### src/rtl/video_pkg.sv
// Shared types and defaults for the triple-buffered frame-bank scheduler.
package video_pkg;

    typedef enum logic [1:0] {FREE, WRITING, READY, READING} bank_state_e;

    typedef logic [1:0] bank_idx_t;

    localparam int unsigned DEF_FB_DEPTH = 19200;
    localparam int unsigned DEF_ADDR_W   = 15;
    localparam int unsigned NUM_BANKS    = 3;

endpackage

### src/rtl/free_bank_pick.sv
// Picks the lowest-index bank whose FREE bit is set.
module free_bank_pick
    import video_pkg::*;
(
    input  logic [2:0] free_mask_i,
    output bank_idx_t  idx_o
);

    always_comb begin
        idx_o = 2'd0;
        if (free_mask_i[0]) begin
            idx_o = 2'd0;
        end else if (free_mask_i[1]) begin
            idx_o = 2'd1;
        end else if (free_mask_i[2]) begin
            idx_o = 2'd2;
        end
    end

endmodule

### src/rtl/frame_bank_scheduler.sv
// Three-bank frame scheduler between a downscaler writer and a pixel_transfer reader.
module frame_bank_scheduler
    import video_pkg::*;
#(
    parameter int unsigned FB_DEPTH = DEF_FB_DEPTH,
    parameter int unsigned ADDR_W   = DEF_ADDR_W,
    parameter int unsigned DATA_W   = 4,
    parameter int unsigned CNT_W    = 8
) (
    input  logic              clk_i,
    input  logic              rst_n_i,
    input  logic              wr_sof_i,
    input  logic              wr_eof_i,
    input  logic              wr_en_i,
    input  logic [ADDR_W-1:0] wr_addr_i,
    input  logic [DATA_W-1:0] wr_data_i,
    output logic              fb_wr_o,
    output logic [ADDR_W+1:0] fb_wr_addr_o,
    output logic [DATA_W-1:0] fb_wr_data_o,
    input  logic              rd_req_i,
    output logic              rd_ack_o,
    output logic              rd_valid_o,
    output logic              rd_new_o,
    input  logic [ADDR_W-1:0] rd_addr_i,
    output logic [ADDR_W+1:0] fb_rd_addr_o,
    output logic [1:0]        wr_bank_o,
    output logic [1:0]        rd_bank_o,
    output logic [CNT_W-1:0]  drop_cnt_o,
    output logic [CNT_W-1:0]  repeat_cnt_o,
    output logic              addr_err_o
);

    bank_state_e bank_q   [NUM_BANKS];
    bank_state_e bank_mid [NUM_BANKS];
    bank_state_e bank_d   [NUM_BANKS];

    bank_idx_t  wr_bank_q, wr_bank_d, rd_bank_q, rd_bank_d;
    bank_idx_t  w_idx, r_idx, pick_idx;
    logic       found_w, found_r, drop_inc, repeat_inc;
    logic       rd_ack_q, rd_ack_d, rd_new_q, rd_new_d;
    logic       writing_d, in_range, wr_ok, err_set;
    logic [2:0] free_mask;
    logic [CNT_W-1:0] drop_q, repeat_q;
    logic             fb_wr_q, addr_err_q;
    logic [ADDR_W+1:0] fb_wr_addr_q;
    logic [DATA_W-1:0] fb_wr_data_q;

    // Events are applied in order eof -> rd_req -> sof-abort; the sof allocation follows below.
    always_comb begin
        bank_mid   = bank_q;
        rd_bank_d  = rd_bank_q;
        rd_ack_d   = 1'b0;
        rd_new_d   = rd_new_q;
        drop_inc   = 1'b0;
        repeat_inc = 1'b0;
        found_w    = 1'b0;
        found_r    = 1'b0;
        w_idx      = 2'd0;
        r_idx      = 2'd0;
        free_mask  = 3'b000;

        for (int i = 0; i < NUM_BANKS; i++) begin
            if (bank_mid[i] == WRITING) begin
                found_w = 1'b1;
                w_idx   = bank_idx_t'(i);
            end
        end
        if (wr_eof_i && found_w) begin
            for (int i = 0; i < NUM_BANKS; i++) begin
                if (bank_mid[i] == READY) begin
                    bank_mid[i] = FREE;
                    drop_inc    = 1'b1;
                end
            end
            bank_mid[w_idx] = READY;
        end

        for (int i = 0; i < NUM_BANKS; i++) begin
            if (bank_mid[i] == READY) begin
                found_r = 1'b1;
                r_idx   = bank_idx_t'(i);
            end
        end
        if (rd_req_i) begin
            rd_ack_d = 1'b1;
            if (found_r) begin
                for (int i = 0; i < NUM_BANKS; i++) begin
                    if (bank_mid[i] == READING) bank_mid[i] = FREE;
                end
                bank_mid[r_idx] = READING;
                rd_bank_d       = r_idx;
                rd_new_d        = 1'b1;
            end else begin
                rd_new_d = 1'b0;
                for (int i = 0; i < NUM_BANKS; i++) begin
                    if (bank_mid[i] == READING) repeat_inc = 1'b1;
                end
            end
        end

        if (wr_sof_i) begin
            for (int i = 0; i < NUM_BANKS; i++) begin
                if (bank_mid[i] == WRITING) bank_mid[i] = FREE;
            end
        end

        for (int i = 0; i < NUM_BANKS; i++) begin
            free_mask[i] = (bank_mid[i] == FREE);
        end
    end

    free_bank_pick u_free_bank_pick (
        .free_mask_i (free_mask),
        .idx_o       (pick_idx)
    );

    // Writes use the post-event state so a pixel in the sof cycle lands in the new bank.
    always_comb begin
        bank_d    = bank_mid;
        wr_bank_d = wr_bank_q;
        writing_d = 1'b0;
        if (wr_sof_i) begin
            bank_d[pick_idx] = WRITING;
            wr_bank_d        = pick_idx;
        end
        for (int i = 0; i < NUM_BANKS; i++) begin
            if (bank_d[i] == WRITING) writing_d = 1'b1;
        end
        in_range = (32'(wr_addr_i) < FB_DEPTH);
        wr_ok    = wr_en_i && writing_d && in_range;
        err_set  = wr_en_i && writing_d && !in_range;
    end

    always_ff @(posedge clk_i) begin
        if (!rst_n_i) begin
            for (int i = 0; i < NUM_BANKS; i++) bank_q[i] <= FREE;
            wr_bank_q    <= 2'd0;
            rd_bank_q    <= 2'd0;
            rd_ack_q     <= 1'b0;
            rd_new_q     <= 1'b0;
            drop_q       <= '0;
            repeat_q     <= '0;
            fb_wr_q      <= 1'b0;
            fb_wr_addr_q <= '0;
            fb_wr_data_q <= '0;
            addr_err_q   <= 1'b0;
        end else begin
            bank_q       <= bank_d;
            wr_bank_q    <= wr_bank_d;
            rd_bank_q    <= rd_bank_d;
            rd_ack_q     <= rd_ack_d;
            rd_new_q     <= rd_new_d;
            if (drop_inc && drop_q != '1) drop_q <= drop_q + CNT_W'(1);
            if (repeat_inc && repeat_q != '1) repeat_q <= repeat_q + CNT_W'(1);
            fb_wr_q      <= wr_ok;
            fb_wr_addr_q <= {wr_bank_d, wr_addr_i};
            fb_wr_data_q <= wr_data_i;
            if (err_set) addr_err_q <= 1'b1;
        end
    end

    always_comb begin
        rd_valid_o = 1'b0;
        for (int i = 0; i < NUM_BANKS; i++) begin
            if (bank_q[i] == READING) rd_valid_o = 1'b1;
        end
    end

    assign fb_rd_addr_o = {rd_bank_q, rd_addr_i};
    assign fb_wr_o      = fb_wr_q;
    assign fb_wr_addr_o = fb_wr_addr_q;
    assign fb_wr_data_o = fb_wr_data_q;
    assign rd_ack_o     = rd_ack_q;
    assign rd_new_o     = rd_new_q;
    assign wr_bank_o    = wr_bank_q;
    assign rd_bank_o    = rd_bank_q;
    assign drop_cnt_o   = drop_q;
    assign repeat_cnt_o = repeat_q;
    assign addr_err_o   = addr_err_q;

endmodule

### config.mk
export PLATFORM = sky130hd
export DESIGN_NAME = frame_bank_scheduler
export DESIGN_NICKNAME = d
export VERILOG_FILES = /design/src/rtl/video_pkg.sv /design/src/rtl/free_bank_pick.sv /design/src/rtl/frame_bank_scheduler.sv
export SDC_FILE = /design/constraint.sdc
export NUM_CORES = 1
export LEC_CHECK = 0
export ABC_AREA = 1
export CAP_MARGIN = 5
export CORE_MARGIN = 2
export CORE_UTILIZATION = 30
export CTS_BUF_LIST = sky130_fd_sc_hd__clkbuf_4 sky130_fd_sc_hd__clkbuf_8 sky130_fd_sc_hd__clkbuf_16
export CTS_CLUSTER_SIZE = 24
export DETAILED_ROUTE_END_ITERATION = 6
export SLEW_MARGIN = 20
export SYNTH_ARGS = -nofsm -noshare
export SYNTH_HDL_FRONTEND = slang
export SYNTH_SLANG_ARGS = --single-unit
### constraint.sdc
create_clock -name clk_i -period 2.77 [get_ports clk_i]
set_input_delay 0.554 -clock clk_i [delete_from_list [all_inputs] [get_ports clk_i]]
set_output_delay 0.554 -clock clk_i [all_outputs]
set_load 0.005 [all_outputs]
sizing.png
The bar under the picture is 20 um long.
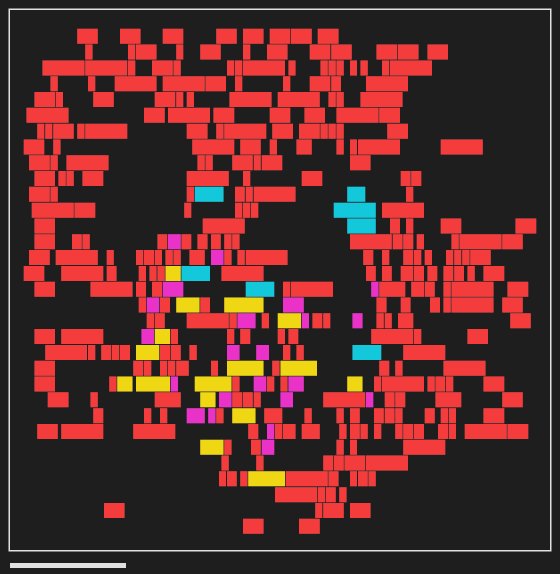
colour	size	cells	share
cyan	x6 and larger	7	1.9%
yellow	x3 and x4	16	4.3%
red	x1 and smaller	328	88%
magenta	x2	22	5.9%
nonclk buf count: 77
crit path setup slack, layout: 0.355 ns
final design instance area without fill: 3170 um^2
Area growth syn-to-layout: 33.8%

congestion_map.png
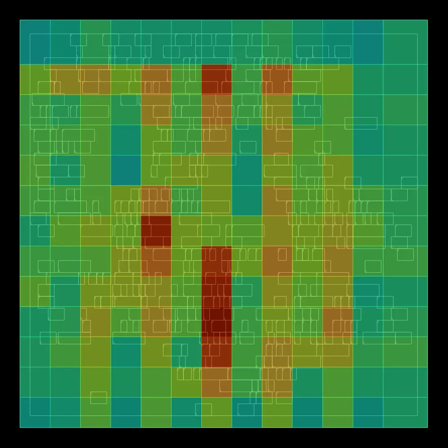
GRT Overall Usage: 0.122
met1 usage: 0.156
post-route core utilization: 0.413
fraction of met3 tracks used by global routing: 0.0293

m1.png
The bar under the picture is 20 um long. Supply wires on this layer in grey.
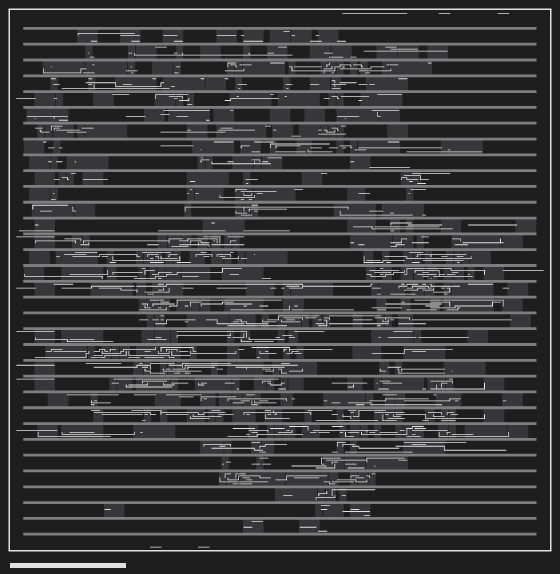
nets with wire on the layer	361
longest straight run	28.3 um
main direction	horizontal
share of all routed wire	47%
wire length on this layer	2380 um
routed vias: 2039
detailed-route wire length: 5.04 mm

m2.png
The bar under the picture is 20 um long.
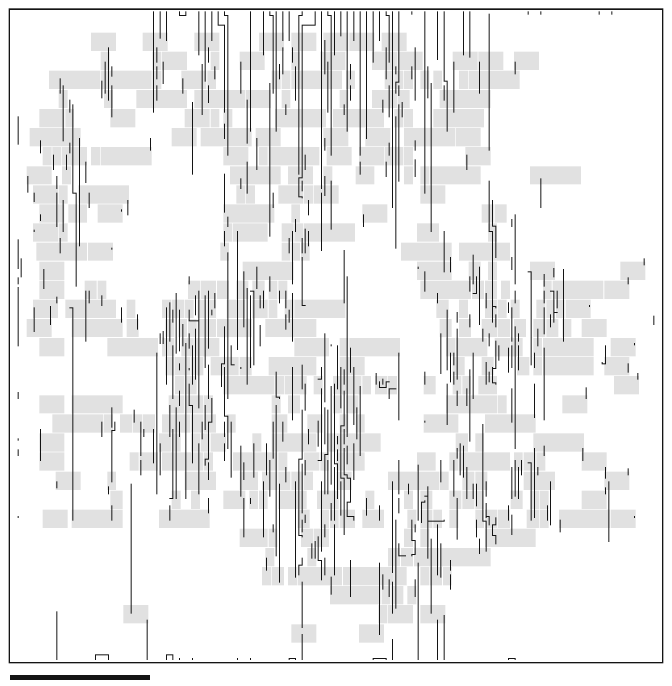
wire length on this layer	2350 um
share of all routed wire	47%
longest straight run	30.3 um
nets with wire on the layer	337
main direction	vertical
met2 capacity usage during global routing: 0.196

closeup.png
The bar under the picture is 10 um long. Region (26, 8) to (66, 48) um. Cells in grey, sequential cells in the stronger grey; small squares are vias.
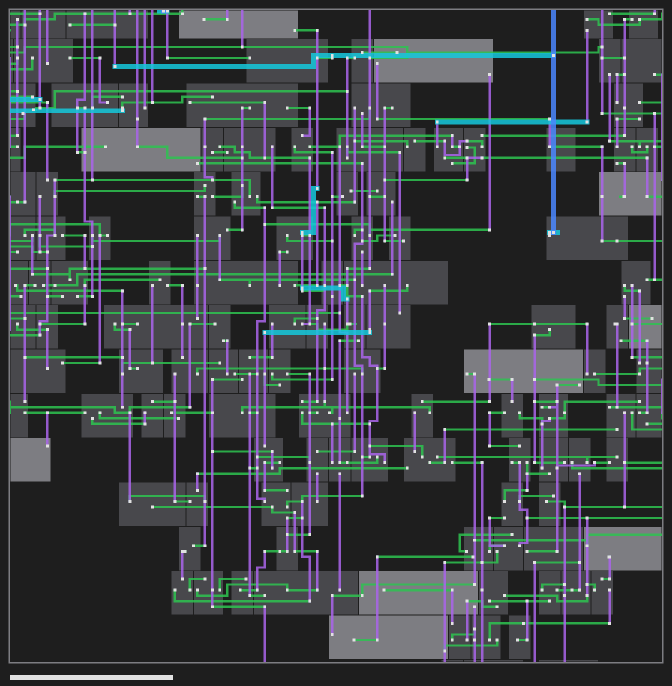
colour	layer
cyan	M3
purple	M2
blue	M4
green	M1
netlist names of flops here include	drop_cnt_o (4), bank_q (3)
sequential cells in the window	8
cells with their middle in the window	115
most frequent	nand2_1 (16), inv_1 (12), nor2_1 (12)

==> ds_physical_params.txt <==
Table: implementation figures

Parameter                              Value

STA
  Pins Over Slew Limit .................. 0
  Achievable frequency .................. 414 MHz
  Setup clock skew after layout .................. 0.00933 ns
  Setup_tns .................. 0 ns
  Remaining max-slew budget at the tightest pin .................. 0.612
  Minimum period implied by the final worst setup slack .................. 2.42 ns
  Fin. Hold Viols .................. 0

Final layout
  Fillers .................. 820
  Number of standard cells in the layout, taps in and fillers out .................. 475
  Fraction of standard cell area that is sequential .................. 0.309
  Multi-input gate share of the layout cell area .................. 0.313
  Max-area cell class .................. multi-input combinational cells
  Share of post-route cells with drive strength above 1 .................. 0.121
  Most instantiated logic cells after routing .................. clkdlybuf4s50_1 (72), nand2_1 (58), inv_1 (50), dfxtp_1 (49), nor2_1 (25)
  Area share of buffers outside the clock network .................. 0.243
  Clock buffer count in the final layout .................. 5
  Most common library cell in the layout ignoring fill and taps .................. clkdlybuf4s50_1
  Number of sequential storage elements .................. 49

Critical path
  Ordered list of cells on the worst path .................. clkdlybuf4s50_1, nand3_1, nand2_1, inv_2, ha_1, nor2_1, nand3_1, nand2_1, nand2_2, nand2_1, nand3_2, nand2_2, nand2_1, nand2_1, nand2_1, nand3_1, nand2_1
  Setup crit end .................. addr_err_o
  Worst endpoint required time .................. 2.97 ns
  Number of buffer and inverter instances along the worst setup path .................. 2
  WP data arrival .................. around 2.6 ns
  Critical path depth in cells .................. 17
  Reg-to-reg critical path startpoint .................. bank_q[3]
  Critical Path Most Common Cell .................. nand2_1
  Slowest library cell on the worst path .................. clkdlybuf4s50_1
  Category of the worst setup path capture point .................. register

Place
  Routability cong. .................. 0.859
  Worst slack after detailed placement .................. 0.0375 ns
  DPL Wire Length .................. 4.00 mm

GRT
  Busiest grt layer .................. met2
  Antenna violations before repair .................. 0
  Maximum number of pins on one net before global-route repair .................. 24
  Via count of the first global-routing pass .................. 1880

Run status
  Outcome .................. completed

Synthesis
  Largest combinational cell category by area .................. simple AND/OR/NAND/NOR gates
  Tally of unique sky130hd cells used after synthesis .................. 32
  Leading cell type by number of instances after synthesis .................. nand2_1
  Ao+oa area frac .................. 0.127
  Number of cell instances after yosys synthesis .................. 313
  Post-synth seq share .................. 0.414
  Post-synthesis async set-or-reset flop share .................. 0
  Number of synthesized register bits .................. 49
  Number of nets produced by synthesis .................. ~360
  Leading area contributor after synthesis .................. dfxtp_1
  Top post-synthesis cells by count .................. nand2_1 (58), inv_1 (50), dfxtp_1 (49)
  Yosys warning tally .................. 0

Detailed routing
  1st-pass router iterations .................. 4
  Total met2 wirelength after detailed routing .................. 2.35 mm
  Met3 wire length .................. 268 um
  Average via count per standard cell .................. between 4 and 5
  Routed metal-1 wirelength .................. 2.38 mm

Clock tree
  Clk_lat worst skew .................. 0.30 ns
  CTS Root Cell .................. clkbuf_8
  Setup Fix Bufs, Post-CTS .................. 0
  CTS Sinks .................. ~49

Power
  Clock group power .................. 0.000425 W
  Leakage power of the design .................. 1.44 nW
  Net switching power .................. a little under 0.0009 W
  Clock power share .................. 0.186
  Share of total power in combinational logic .................. 0.443
  Power group with the largest share .................. combinational cells
  Total power .................. 0.00228 W
  Power density over cell area .................. 720 nW/um^2

Run
  Tool Warnings .................. 26

Die
  Floorplan-stage core utilization .................. 0.309
  Top-level port count .................. slightly above 100
  X dimension of the die .................. 92.9 um
No activity file was given, so power comes from the tool's default toggle rates.
